$ cat src/rtl/uart_tx_arbiter.sv
// uart_tx_arbiter
//   Shares one UART byte transmitter among NUM_REQ byte-stream requesters.
//   Grants rotate round-robin at packet granularity (a packet ends on the
//   byte carrying req_last). An optional header byte {HDR_MAGIC, grant_id}
//   can be sent ahead of each packet so the far end can demultiplex. While
//   the far-end receive FIFO reports full, no grant is made and no byte is
//   offered.
//
// Ports
//   tx_clk_in        clock
//   rst              synchronous, active-high reset
//   req_valid/data/last/ready   per-requester byte streams (lane i = data[8i+:8])
//   hdr_en           emit a header byte before each packet (sampled at grant)
//   rx_fifo_full_in  far-end receive FIFO full
//   tx_valid/tx_data/tx_ready   byte handshake toward the serializer
//   grant_id         current or most recent granted requester
//   busy             a packet (header or data) is in progress
//   timeout_err      one-cycle pulse when a stalled grant is revoked
module uart_tx_arbiter #(
  parameter int         NUM_REQ   = 4,
  parameter logic [3:0] HDR_MAGIC = 4'hA,
  parameter int         TIMEOUT   = 1024,
  parameter int         CNT_W     = 16
) (
  input  logic                 tx_clk_in,
  input  logic                 rst,
  input  logic [NUM_REQ-1:0]   req_valid,
  input  logic [8*NUM_REQ-1:0] req_data,
  input  logic [NUM_REQ-1:0]   req_last,
  output logic [NUM_REQ-1:0]   req_ready,
  input  logic                 hdr_en,
  input  logic                 rx_fifo_full_in,
  output logic                 tx_valid,
  output logic [7:0]           tx_data,
  input  logic                 tx_ready,
  output logic [3:0]           grant_id,
  output logic                 busy,
  output logic                 timeout_err
);

  typedef enum logic [1:0] {ST_IDLE, ST_HDR, ST_DATA} state_t;

  state_t           state_q, state_d;
  logic [3:0]       grant_q, grant_d;
  logic [3:0]       last_g_q, last_g_d;
  logic [CNT_W-1:0] cnt_q, cnt_d;
  logic             busy_q, busy_d;
  logic             tout_q, tout_d;

  logic             g_valid, g_last;
  logic [7:0]       g_data;
  logic             pick_found;
  logic [3:0]       pick_idx;
  logic             tx_fire;

  // Lane of the currently granted requester.
  always_comb begin
    g_valid = 1'b0;
    g_last  = 1'b0;
    g_data  = 8'h00;
    for (int i = 0; i < NUM_REQ; i++) begin
      if (grant_q == 4'(i)) begin
        g_valid = req_valid[i];
        g_last  = req_last[i];
        g_data  = req_data[8*i +: 8];
      end
    end
  end

  // Round-robin search starting just above last_g: first try indices above
  // the pointer, then wrap to the lowest valid index.
  always_comb begin
    pick_found = 1'b0;
    pick_idx   = 4'h0;
    for (int i = 0; i < NUM_REQ; i++) begin
      if (!pick_found && req_valid[i] && (4'(i) > last_g_q)) begin
        pick_found = 1'b1;
        pick_idx   = 4'(i);
      end
    end
    for (int i = 0; i < NUM_REQ; i++) begin
      if (!pick_found && req_valid[i]) begin
        pick_found = 1'b1;
        pick_idx   = 4'(i);
      end
    end
  end

  // Byte handshake is combinational so backpressure takes effect in the
  // same cycle it is raised.
  always_comb begin
    tx_valid  = 1'b0;
    tx_data   = 8'h00;
    req_ready = '0;
    case (state_q)
      ST_HDR: begin
        tx_valid = !rx_fifo_full_in;
        tx_data  = {HDR_MAGIC, grant_q};
      end
      ST_DATA: begin
        tx_valid = g_valid && !rx_fifo_full_in;
        tx_data  = g_data;
        for (int i = 0; i < NUM_REQ; i++) begin
          if (grant_q == 4'(i)) req_ready[i] = tx_ready && !rx_fifo_full_in;
        end
      end
      default: ;
    endcase
  end

  assign tx_fire = tx_valid && tx_ready;

  // Next-state logic. The starvation counter only advances while the
  // granted requester has nothing to send and the far end could take it;
  // a transfer always clears it, so a transfer beats the threshold.
  always_comb begin
    state_d  = state_q;
    grant_d  = grant_q;
    last_g_d = last_g_q;
    cnt_d    = cnt_q;
    tout_d   = 1'b0;
    case (state_q)
      ST_IDLE: begin
        cnt_d = '0;
        if (pick_found && !rx_fifo_full_in) begin
          grant_d = pick_idx;
          state_d = hdr_en ? ST_HDR : ST_DATA;
        end
      end
      ST_HDR: begin
        cnt_d = '0;
        if (tx_fire) state_d = ST_DATA;
      end
      ST_DATA: begin
        if (tx_fire) begin
          cnt_d = '0;
          if (g_last) begin
            last_g_d = grant_q;
            state_d  = ST_IDLE;
          end
        end else if (!g_valid && !rx_fifo_full_in) begin
          if (cnt_q == CNT_W'(TIMEOUT - 1)) begin
            tout_d   = 1'b1;
            last_g_d = grant_q;
            cnt_d    = '0;
            state_d  = ST_IDLE;
          end else begin
            cnt_d = cnt_q + CNT_W'(1);
          end
        end
      end
      default: state_d = ST_IDLE;
    endcase
    busy_d = (state_d != ST_IDLE);
  end

  // State registers; the pointer resets to the top index so requester 0
  // wins the first arbitration.
  always_ff @(posedge tx_clk_in) begin
    if (rst) begin
      state_q  <= ST_IDLE;
      grant_q  <= 4'h0;
      last_g_q <= 4'(NUM_REQ - 1);
      cnt_q    <= '0;
      busy_q   <= 1'b0;
      tout_q   <= 1'b0;
    end else begin
      state_q  <= state_d;
      grant_q  <= grant_d;
      last_g_q <= last_g_d;
      cnt_q    <= cnt_d;
      busy_q   <= busy_d;
      tout_q   <= tout_d;
    end
  end

  assign grant_id    = grant_q;
  assign busy        = busy_q;
  assign timeout_err = tout_q;

endmodule

$ cat config.mk
export PLATFORM = sky130hd
export DESIGN_NAME = uart_tx_arbiter
export DESIGN_NICKNAME = d
export VERILOG_FILES = /design/src/rtl/uart_tx_arbiter.sv
export SDC_FILE = /design/constraint.sdc
export NUM_CORES = 1
export LEC_CHECK = 0
export CAP_MARGIN = 30
export CORE_MARGIN = 3
export CORE_UTILIZATION = 42
export DETAILED_ROUTE_END_ITERATION = 8
export PLACE_DENSITY = 0.75
export SKIP_CTS_REPAIR_TIMING = 1
export SLEW_MARGIN = 5
export SYNTH_ARGS = -nofsm -noshare
export SYNTH_HDL_FRONTEND = slang
export SYNTH_SLANG_ARGS = --single-unit
$ cat constraint.sdc
create_clock -name tx_clk_in -period 1.9 [get_ports tx_clk_in]
set_clock_uncertainty 0.05 [all_clocks]
set_input_delay 0.38 -clock tx_clk_in [delete_from_list [all_inputs] [get_ports tx_clk_in]]
set_output_delay 0.38 -clock tx_clk_in [all_outputs]
set_load 0.005 [all_outputs]
run_1/wires.png
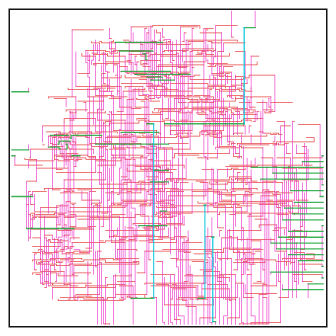
colour	layer	wire length
red	metal 1	2790 um
magenta	metal 2	3580 um
cyan	metal 4	105 um
green	metal 3	343 um
final wirelength: 6817 um
Wirelength per Cell: 17.39 um
Via Count: 2281
Tot GR Track Use: 20.26%

run_1/io_placement.png
Pins as bars across the die edge, other pins in grey.
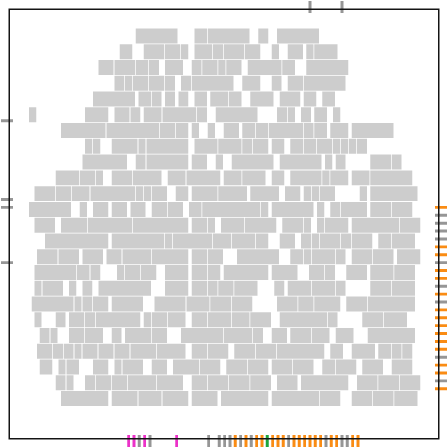
colour	port	pins	direction	edge
orange	req_data	32	input	17 bottom, 15 right
green	tx_valid	1	output	bottom
magenta	req_valid	4	input	bottom
all pins by edge	34 bottom, 24 right, 4 left, 2 top

==> impl_metrics.env, run 1 <==
# yosys + openroad results
export IMPL_outcome="complete, but fails checks"
export IMPL_violations="negative setup slack"
export IMPL_pg_seq_uw=530
export IMPL_dp_cells=368
export IMPL_switching_share_pct=28.26
export IMPL_cts_sinks=24
export IMPL_async_flop_share_pct=0
export IMPL_postSynthCellCount=227
export IMPL_grt_max_degree=16
export IMPL_finalWorstSetupSlack_ns=-0.2759
export IMPL_ys_sh_adder_pct=3.236
export IMPL_yosysChipArea_sq_mm=0.001933
export IMPL_ys_seq_share_pct=24.85
export IMPL_grt_pass1_wl_um=8825
export IMPL_route_met3_wl_um=343
export IMPL_hpwlAfterDp_um=4226
export IMPL_hold_path_class="register to register"
export IMPL_nets=391
export IMPL_max_freq_mhz=459.6
export IMPL_syn_area_per_cell_sq_um=8.516
export IMPL_finalSetupViolCount=31
export IMPL_worst_path_buf_inv=3
export IMPL_initial_core_util_pct=43.79
export IMPL_power_leader="combinational logic"
export IMPL_synth_area_sq_mm=0.001933
export IMPL_max_cap_violations=0
export IMPL_clock_buffers=3
export IMPL_place_ws_ns=-0.5072
export IMPL_dr_wl_met2_um=3582
export IMPL_largest_cell_class="combinational gates"
export IMPL_grt_util_met2_pct=37.11
export IMPL_hp_start="cnt_q[12]"
export IMPL_reg2regPathDepth=9
export IMPL_final_cells=392
run_1/clk_routes.png
The bar under the picture is 20 um long.
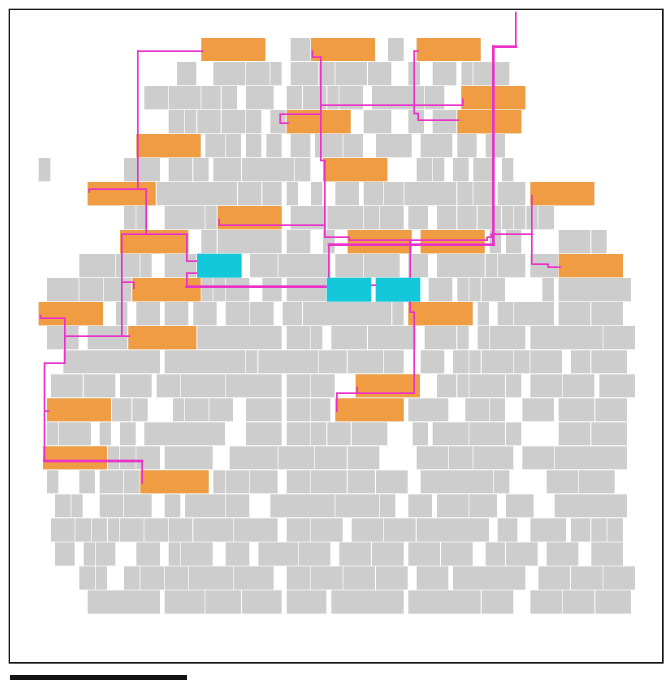
[orange] flip-flops | count: 24
[cyan] clock drivers | count: 3
[magenta] clock wires | length: 321 um
routed clock nets	4
Insertion Delay late pin: 0.27 ns
Clk network pwr share: 27.5%
Power Clock: 456 uW

run_1/placement.png
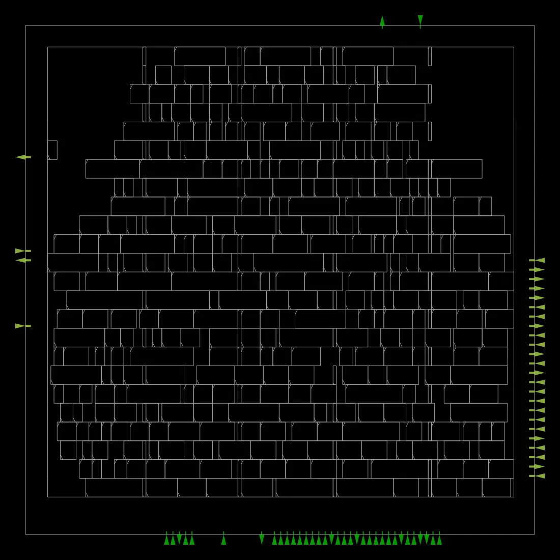
seq_cells: 24
sequential cell area share: 14.60%
# fillers: 292
Finished Core Util: 75.71%

==> run 2, diff against run 1 <==
- CAP_MARGIN: 30 -> default
==> impl_metrics.env, run 2 <==
# yosys + openroad results
export IMPL_outcome="complete, but fails checks"
export IMPL_violations="negative setup slack"
export IMPL_switching_share_pct=28.26
export IMPL_max_freq_mhz=459.6
export IMPL_hold_path_class="register to register"
export IMPL_largest_cell_class="combinational gates"
export IMPL_place_area_sq_mm=0.002893
export IMPL_clock_power_uw=456
export IMPL_grt_util_met2_pct=37.11
export IMPL_clkPwrFrac_pct=27.5
export IMPL_reg2regPathDepth=9
export IMPL_ys_seq_share_pct=24.85
export IMPL_hpwlAfterDp_um=4226
export IMPL_finalWorstSetupSlack_ns=-0.2759
export IMPL_clock_buffers=3
export IMPL_dr_total_vias=2281
export IMPL_cts_sinks=24
export IMPL_top_cells_by_area="dfxtp_1, mux4_2, mux2i_1, nand2_1, nand3_1"
export IMPL_place_ws_ns=-0.5072
export IMPL_seq_share_pct=14.60
export IMPL_syn_area_per_cell_sq_um=8.516
export IMPL_power_leader="combinational logic"
export IMPL_synth_area_sq_mm=0.001933
export IMPL_leakage_nw=1.355
export IMPL_fin_util_pct=75.71
export IMPL_max_cap_violations=0
export IMPL_yosysChipArea_sq_mm=0.001933
export IMPL_route_met3_wl_um=343
export IMPL_clock_latency_late_pin_ns=0.27
export IMPL_ys_cells=227
export IMPL_finalSetupViolCount=31
export IMPL_vias_per_cell=5.819
export IMPL_gp_congestion=0.8594
export IMPL_grt_pass1_wl_um=8825
export IMPL_hp_start="cnt_q[12]"
export IMPL_pg_seq_uw=530
export IMPL_wirelength_um=6817
export IMPL_ys_sh_adder_pct=3.236
export IMPL_die_area_sq_mm=0.005452
export IMPL_dp_cells=368
export IMPL_clock_root_buffer="clkbuf_8"
export IMPL_reg2reg_to="cnt_q[6]"
export IMPL_rsz0062_at_grt="true"
export IMPL_worst_ir_drop_vdd_mv=0.6912
export IMPL_nets=391
export IMPL_postSynthCellCount=227
export IMPL_grt_max_degree=16
export IMPL_design_seq_count=24
export IMPL_dr_wl_met2_um=3582
export IMPL_worst_path_buf_inv=3
run_2/placement.png
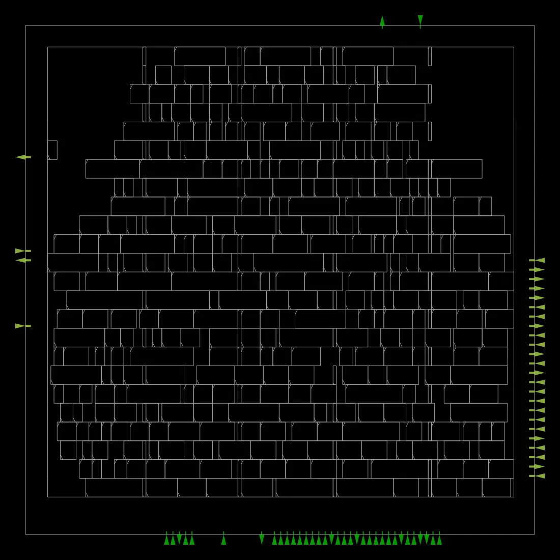
Well Taps: 52
fin cells: 392
core footprint: 0.004414 sq mm
row count: 24

==> run 3, diff against run 2 <==
- CAP_MARGIN: default -> 10
- CORE_MARGIN: 3 -> default
==> impl_metrics.env, run 3 <==
# yosys + openroad results
export IMPL_outcome="complete, but fails checks"
export IMPL_die_area_sq_mm=0.004878
export IMPL_leakage_nw=1.358
export IMPL_gp_congestion=0.8318
export IMPL_fin_util_pct=76.85
export IMPL_vias_per_cell=5.787
export IMPL_ys_sh_adder_pct=3.236
export IMPL_place_ws_ns=-0.5273
export IMPL_ys_cells=227
export IMPL_postSynthCellCount=227
export IMPL_dr_total_vias=2280
export IMPL_worst_ir_drop_vdd_mv=0.6522
export IMPL_die_w_um=69.84
export IMPL_reg2reg_to="cnt_q[13]"
export IMPL_switching_share_pct=29.76
export IMPL_power_leader="combinational logic"
export IMPL_violations="negative setup slack"
export IMPL_seq_share_pct=14.56
export IMPL_syn_area_per_cell_sq_um=8.516
export IMPL_worst_path_buf_inv=3
export IMPL_rsz0062_at_grt="true"
export IMPL_finalSetupViolCount=24
export IMPL_hold_path_class="register to register"
export IMPL_dr_max_layer_used="met4"
export IMPL_clock_buffers=4
export IMPL_hp_start="cnt_q[14]"
export IMPL_finalWorstSetupSlack_ns=-0.2502
export IMPL_r2r_slack_ns=-0.14
export IMPL_top_cells_by_area="dfxtp_1, mux4_2, mux2i_1, nand2_1, nand3_1"
export IMPL_hpwlAfterDp_um=4346
export IMPL_core_area_sq_mm=0.004384
export IMPL_clock_root_buffer="clkbuf_8"
export IMPL_synth_area_sq_mm=0.001933
export IMPL_final_cells=394
export IMPL_route_met3_wl_um=361
export IMPL_yosysChipArea_sq_mm=0.001933
export IMPL_taps=52
export IMPL_dr_wl_met2_um=3698
export IMPL_reg2regPathDepth=9
export IMPL_xor_share_pct=1.812
export IMPL_grt_max_degree=15
export IMPL_largest_cell_class="combinational gates"
export IMPL_clock_latency_late_pin_ns=0.27
export IMPL_design_seq_count=24
export IMPL_nets=393
export IMPL_cts_sinks=24
export IMPL_max_cap_violations=0
export IMPL_wirelength_um=6993
run_3/clk_routes.png
The bar under the picture is 20 um long.
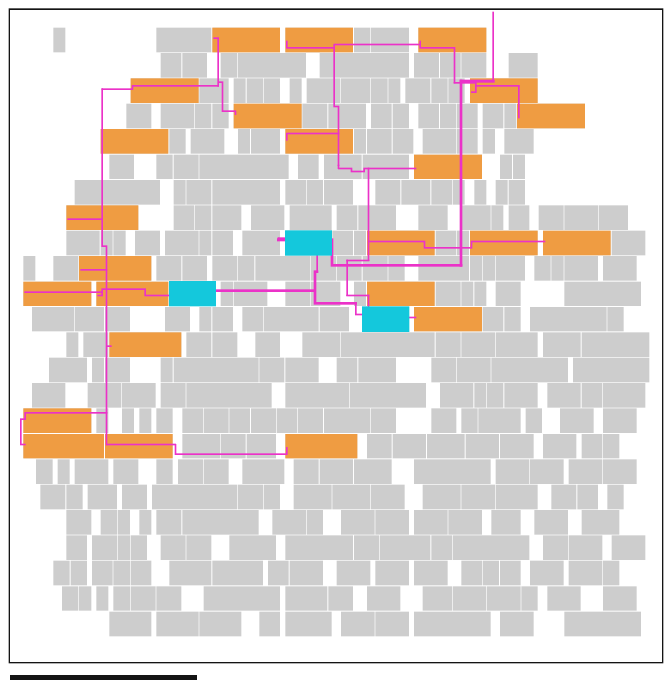
[cyan] clock drivers | count: 3
[orange] flip-flops | count: 24
[magenta] clock wires | length: 318 um
routed clock nets	4
Clk network pwr share: 22.5%
Power Clock: 353 uW

Power figures rest on the tool's default switching activity, not on a simulated workload.
